Run 1, routing congestion:
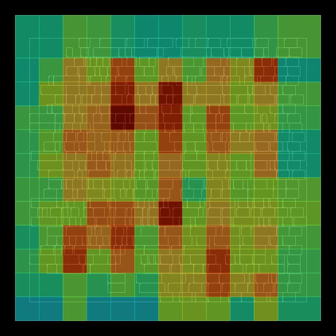
Run 1, wires at chosen ports, followed through buffers:
Scale bar: 20 um.
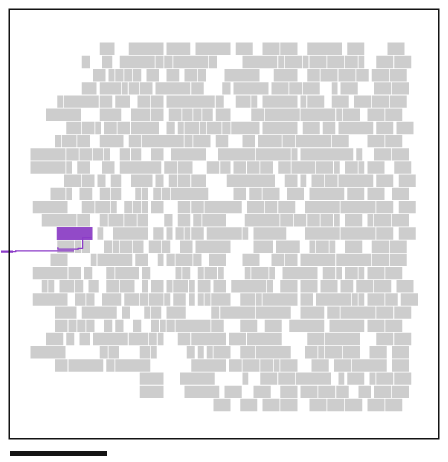
Run 1, where the registers sit:
Scale bar: 20 um. Other sequential cells in the stronger gray, the rest of the logic in the fainter gray.
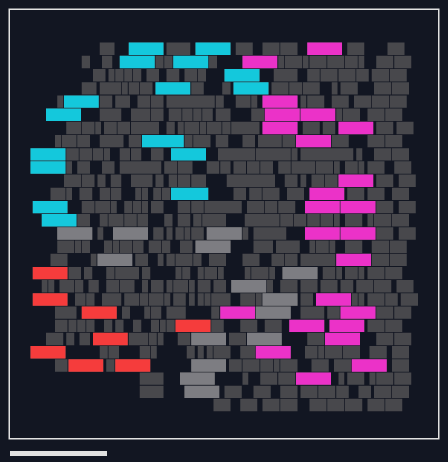
Design spi_sched, sky130hd; sources not shown.
==> notes.md, run 1 <==
The run has ended; figures from its reports follow.

The power in the clock group came out at between 1 and 1.5 mW. The mux share of post-synthesis cell area came out at 8.79%. The category of the critical setup timing path is register to register. The mapped netlist covers approximately 0.0031 mm2. The total CTS buffers came out at 9. The diode insertion count for antenna repair is 0. The number of antenna violations at the first check in global routing was 0.

The maximum fanout count along the critical path came out at 9. Signal routing reaches up to met4. The cell sequence reported for the critical path is nor4_2 -> a41oi_2 -> o21a_2 -> or4_1 -> a21oi_1.

The largest share of the power goes to sequential cells. The number of setup buffers added after CTS came out at 0. The area added between synthesis and finish is 47.0%. After synthesis, flip-flops and latches occupy roughly two fifths of the total area. The number of pins with negative max-slew slack in the final report came out at 0. The run finished, with violations left.

The horizontal die dimension is between 80 and 90 um. The combinational gate area is 0.00175 mm2. The wire length of the first global-routing pass came out at 13800 um. The number of hold buffers added after cts is 0. Per the area breakdown, the dominant cell category is logic gates.

The worst setup path is captured at a register. The period utilization came out at 100%. The remaining global-route overflow is 0. The vias per cell came out at about 5.8. The library cell with the largest summed area after synthesis is dfxtp_1. The summed area of non-filler cells in the final layout came out at roughly 0.0045 mm2. The clock power share is between 30% and 40%. The internal reg-to-reg setup slack is -5 ps. The count of inverters other than clock inverters in the layout is 10. The pin count of the biggest net entering global routing is 29. After synthesis the netlist holds a flip-flop and latch count of 62. The die span in y is around 88 um.

For this run, the number of Yosys warnings is 0. The yosys cell count is ~350. In the final routed layout, each cell accounts on average for 16.4 um. Per the layout area report, the combinational fraction of cell area is between 30% and 40%. In the final routing, the length of wire on met1 measures approximately 3800 um. STA classifies the critical path startpoint as a register. The layout has roughly 450 filler cells.

The register with the most flip-flops in the layout has 24 of them. In the synthesized netlist, the cells that appear most often are dfxtp_1 (62), nor2_1 (46), a211oi_1 (28), mux2i_1 (26), a21oi_1 (21). The core region is between 0.006 and 0.007 mm2. The share of flip-flops with an asynchronous set or reset came out at 0%. The number of routed nets with antenna violations is 0.

The finished layout holds between 500 and 600 standard cells, fillers aside. In the synthesis report, Yosys lists the chip area as between 0.003 and 0.004 mm2. The post-route worst hold slack is 481 ps. The setup TNS is -5.00 ps. The count of unique library cells instantiated by Yosys came out at 61.

Counting the clock-network buffers in the layout gives 11. The mean post-synth cell area is around 8.9 um2. The most critical min-delay path falls under register to register. The number of enable flip-flop cells is 0. The checks that failed: setup timing. The xor/xnor share of the synthesized area is 1.70%. The clock network takes up under 10% of total cell area after layout. The maximum ir drop on the vdd rail came out at roughly 0.00042 V. The buffer depth of the longest clock path is 2. The plain and repair buffers instantiated in the layout total approximately 130. The HPWL after detailed placement is about 6500 um. The number of nets in the finished design came out at 516. The final-report hold violation count is 0.

The worst hold path cell count is 2. Ranked by total cell area, the synthesized netlist is headed by dfxtp_1 (40%), mux2i_1 (8.4%), a211oi_1 (6.8%). Looking at the clock tree report, the root buffer type is clkbuf_8. Across all stage logs, warnings added up to 27. Timing analysis after detailed placement gives a worst setup slack of -126 ps.

The simple-gate share of the synthesized area is roughly 22%. The area fraction in full adders, half adders and majority gates is approximately 1.2%. Data arrives at the worst endpoint at between 2000 and 2500 ps.

The clock latency reported for the late side of the worst-skew pair came out at between 300 and 400 ps. Measured in cells, the most critical reg-to-reg path has a length of 5. The most used standard cell by instance count after synthesis is dfxtp_1.

The remaining design rule violation count came out at 0. The share of layout cells above drive strength 1 is between 15 and 20%. The met2 wirelength from detailed routing came out at 3970 um.

The via count of the first global-routing pass is 2847. The placed instance area is around 0.0043 mm2. The placement row count came out at 28. The most used flip-flop cell after synthesis is dfxtp_1.

The data required time of the worst path came out at ~2500 ps. For this run, the final setup violation count is recorded as 1. The internal portion of the total power is 2.05 mW.

Across the run, the number of max-cap violations was 0. Detailed-route iteration 0 reported a violation count of 164. The data-path buffer share of cell area in the final layout is between 20% and 30%. The slew check shows that the tightest pin keeps a relative margin of 64.5%.

The post-route worst setup slack came out at -5.00 ps. The power density over the cells is ~620 mW/mm2. The area fraction in compound gates after synthesis came out at 21.2%.

The leakage power came out at around 1.7 nW. The slowest stage of the critical path belongs to the cell or4_1. Per the CTS log, the maximum H-tree level is 3.

The synthesized instance count is about 350. The longest incremental delay of any stage on the critical path is reported as 540 ps. For this block, the via count after detailed routing is 3098.

The met3 layer wire length in the routed design came out at about 900 um. In this run, flip-flops and latches consume 42.8% of the power. Between clock sinks in the finished design, the worst skew comes to 8.46 ps. The total number of tap cells came out at around 75.

The fraction of power spent switching nets came out at between 20 and 30%. The combinational group power is 0.581 mW. Gates resized during post-CTS repair numbered 2.

The total clock sinks came out at about 62. The number of optimization iterations in the first detailed-route pass came out at 4. The final critical path time including I/O delays and setup is about 2200 ps. The weighted congestion reported at the end of routability-driven placement is around 0.87. The relative contribution of combinational cells to total power came out at around a fifth. The clock input transition at the sequential cells of the worst setup and hold paths came out at 70 ps.

The initial core utilization is about half. TritonCTS built the clock tree. The global-route track usage on met1 came out at between 20% and 30%. The final power report lists total power as 2.83 mW. The switching power summed over all nets is 0.781 mW. The highest attainable clock frequency came out at around 450 MHz.

Grouping non-sequential cells by family puts the most area in simple AND/OR/NAND/NOR gates. The number of sequential storage elements is 62. The cell count after placement is approximately 520.

Summed over all layers, the routed wires come to 8830 um. The transition time at the pin with the least slew margin came out at roughly 530 ps. The net count after synthesis is 404. The die covers roughly 0.0078 mm2. The multi-input logic cell count came out at 249. The fraction of post-synthesis cell area in the top cell type by area is about two fifths.
## Picture notes: 'routing congestion'
Core Util, Final: 74.5%
met3 usage in global routing: 6.61%
Most Crowded Layer GR: met2
GR Util met2: 36.6%
overall fraction of global-route tracks in use: 22.6%

## Picture notes: 'wires at chosen ports, followed through buffers'
port	color	bits	direction	edge	end cells	buffers	wire
err	purple	1	output	west	1	1	22.4 um
num ports: 89
Port Buffers: 88

## Picture notes: 'where the registers sit'
name in the netlist	color	placed flops
cnt_q	red	8
wd_q	cyan	16
spi_tx	magenta	24
sequential cell area share: 27.4%
sequential cell area: 0.00125 mm2
sequential power: 1.21 mW

[run 1: critical path: cells and delay by family, from the launching register on]
family	cells	cell delay, ps
AND-OR/OR-AND	3	770
flip-flops	1	370
AND/OR/NAND/NOR	2	970
[run 1: cells in the final DEF, fill, tap and decap left out, types with 3 or more instances in the layout]
cell / n
o21ai_0: 11
nand4_1: 6
nand2_1: 13
mux2i_1: 26
clkdlybuf4s50_1: 88
inv_1: 9
a21oi_1: 21
ha_1: 3
buf_4: 35
and3_1: 3
or4_4: 3
nor2_1: 46
or3_1: 5
a211oi_1: 28
clkbuf_8: 11
o31ai_1: 7
xnor2_1: 4
buf_12: 3
nor3_1: 5
or4_1: 5
dfxtp_1: 60
nand3_1: 14
clkinvlp_4: 3
==> run 2, diff against run 1 <==
--- a/config.mk
+++ b/config.mk
@@ -8,7 +8,7 @@
 export CORE_MARGIN = 4
 export CORE_UTILIZATION = 48
 export DETAILED_ROUTE_END_ITERATION = 7
-export PLACE_DENSITY_LB_ADDON = 0.2
+export PLACE_DENSITY_LB_ADDON = 0.05
 export SYNTH_ARGS = -nofsm -noshare
 export SYNTH_HDL_FRONTEND = slang
 export SYNTH_SLANG_ARGS = --single-unit
Run 2, met1 routing:
Scale bar: 20 um. Supply wires on this layer in gray. Cells faint in the background.
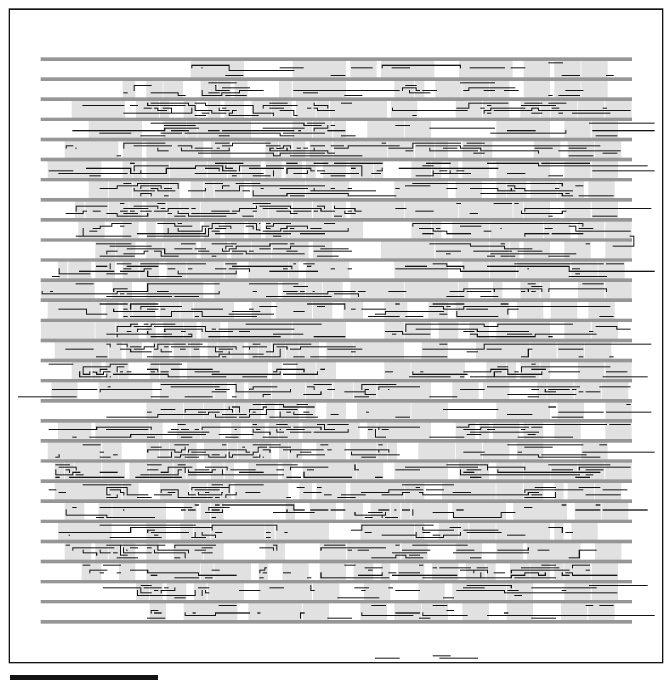
main direction	horizontal
share of all routed wire	43%
wire length on this layer	3690 um
longest straight run	23.0 um
nets with wire on the layer	470
via count: 3073
global routing met1 resource utilization: 29.7%
Total Routed Length: 8540 um

Run 2, routing congestion:
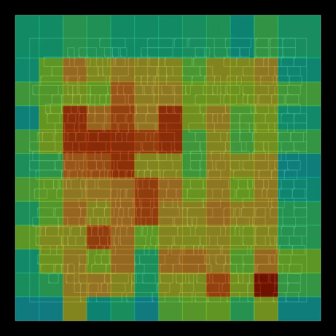
met3 usage in global routing: 5.03%
GR Util met2: 35.1%
Core Util, Final: 75.3%
Wirelength per Cell: 15.8 um
overall fraction of global-route tracks in use: 22.3%

Run 2, wires at chosen ports, followed through buffers:
Scale bar: 20 um.
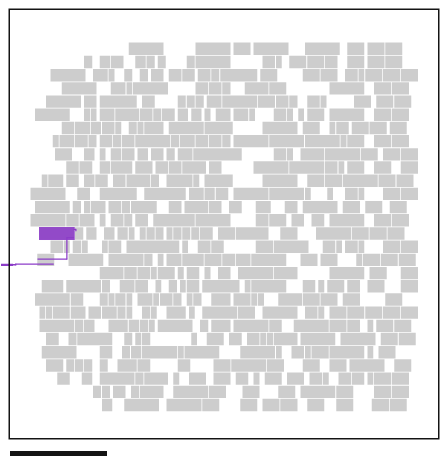
port	color	bits	direction	edge	end cells	buffers	wire
err	purple	1	output	west	1	1	21.3 um

==> run 2 against run 1 <==
  * Utilization is 0.76 points higher
  * The flow now finishes without violations
  * Critical endpoint is now wd_q[11]
  * Count of clock-buffer cells in the layout rose by 1
  * Critical path type unchanged
  * Highest routed layer unchanged
  * Largest cell class unchanged
  * Clock skew about the same
==> notes.md, run 2 <==
The run has ended; figures from its reports follow.

The most congested layer reported by global routing is met2. The maximum ir drop on the vdd rail is 0.000374 V (-11%). Sorting the Yosys area breakdown by cell type puts at the top dfxtp_1.

The synthesized instance count came out at 346 (unchanged). The met2 wirelength from detailed routing came out at 3810 um (-4.1%). The met3 layer wire length in the routed design came out at 847 um (-6.5%). The horizontal die dimension came to 88.2 um (unchanged). Looking at the setup timing report, the critical path kind is register to register. The count of tool warnings came to 28 (+3.7%). The total of fill cells in the finished design came out at 439 (-2.9%).

The longest individual stage delay on the worst path came out at 400 ps (-140 ps). The number of ports placed on the die boundary was 89 (unchanged). The largest individual stage delay along the critical path comes from the cell a2111oi_4. Traced cell by cell, the critical path runs through buf_4 -> ha_1 -> nor4bb_1 -> and4_4 -> a2111oi_4 -> buf_4 -> or3b_1 -> a21oi_1. The vias per cell came out at 5.67 (-1.5%).

The kind of end point of the critical path is a register. The summed area of non-filler cells in the final layout is 0.00459 mm2 (+1.0%). The critical path startpoint category is a register. The total power consumption of the routed design is 2.80 mW (-1.3%).

The final-report hold violation count came out at 0 (unchanged). The area reported by Yosys stat is 0.00309 mm2 (unchanged). Among logic cells in the layout, the one with the most instances is clkdlybuf4s50_1. The arrival time reported for the critical path endpoint is 2440 ps (-20 ps). The maximum fanout count along the critical path came to 5 (-4). The pin count of the biggest net entering global routing is 28 (-3.4%). The weighted congestion reported at the end of routability-driven placement was 0.843 (-2.8%).

The cell count after placement is 522 (+0.38%). The number of routed nets with antenna violations is 0 (unchanged). The maximum level of the CTS H-tree came out at 3 (unchanged). The power density over the cells came to 609 mW/mm2 (-2.3%). Counting instances in the post-synthesis netlist gives the leading cell types as dfxtp_1 (62), nor2_1 (46), a211oi_1 (28), mux2i_1 (26), a21oi_1 (21).

The DRC marker count from the first detailed-route iteration is 132 (-20%). The non-filler instance count after layout is 542 (+0.74%). The number of buffer cells added on primary ports is 88 (unchanged). The clock input transition at the sequential cells of the worst setup and hold paths came out at 70 ps (about the same). The number of nets in the finished design came out at 520 (+0.78%).

dfxtp_1 is the most common cell in the netlist. The diode insertion count for antenna repair came out at 0 (unchanged). The number of enable flip-flop cells is 0 (unchanged). The placed wire-length estimate after detailed placement is 6140 um (-5.2%). The via count of the first global-routing pass came to 2850 (+0.11%).

The data required time of the worst path came out at 2480 ps (+20 ps). The flow ran to the end, and the final reports show no timing, DRC or antenna violations. Looking at the cell usage after synthesis, the top flip-flop cell is dfxtp_1. The flip-flop count of the largest register after layout came out at 24 (unchanged). The final critical path time including I/O delays and setup is 2170 ps (-39.8 ps). Looking at the clock tree report, the root buffer type is clkbuf_8. The number of warnings reported in the yosys synthesis log came to 0 (unchanged). The number of setup buffers added after CTS came out at 0 (unchanged). From synthesis to final layout, the design area changed by 48.5%. The setup TNS came out at 0 ps (+5.00 ps). The combinational gate area is 0.00177 mm2 (+0.71%). The post-route worst hold slack is 480 ps (-1.07 ps). The yosys cell count was 346 (unchanged). The worst slack at placement is -118 ps (+8.43 ps). The highest attainable clock frequency came out at 462 MHz (+1.8%). The worst hold path belongs to the class register to register.

The placed instance area came out at 0.00431 mm2 (+0.64%). The standard cell core area is 0.00610 mm2 (unchanged). The mean post-synth cell area came out at 8.93 um2 (unchanged). The fraction of post-synthesis cell area in the top cell type by area came to 40.2% (unchanged).
==> run 2: kinds of logic after synthesis <==
logic type / count (synthesis) / share of synthesized area, %
buffers and inverters: 35 / 4.82
muxes: 27 / 8.79
AOI/OAI and AO/OA: 91 / 21.2
and+or+nand+nor: 122 / 22.1
xor gates and xnor gates: 6 / 1.70
adders and majority gates: 3 / 1.21
DFF: 62 / 40.2
==> run 2: where the power goes <==
| part | switching [mW] | internal [mW] |
|---|---|---|
| sequential | 0.0337 | 1.18 |
| combinational | 0.282 | 0.295 |
| clock | 0.429 | 0.579 |
==> run 2: area by class of cell <==
class | instances | area share (%)
clock buffers | 12 | 3.38
clock inverters | 4 | 0.981
inverters | 10 | 0.818
multi-input cells | 249 | 38.5
flip-flops and latches | 62 | 27.1
well taps | 75 | 2.04
repair buffers | 130 | 27.1
Power is estimated from default activity; no workload was simulated.
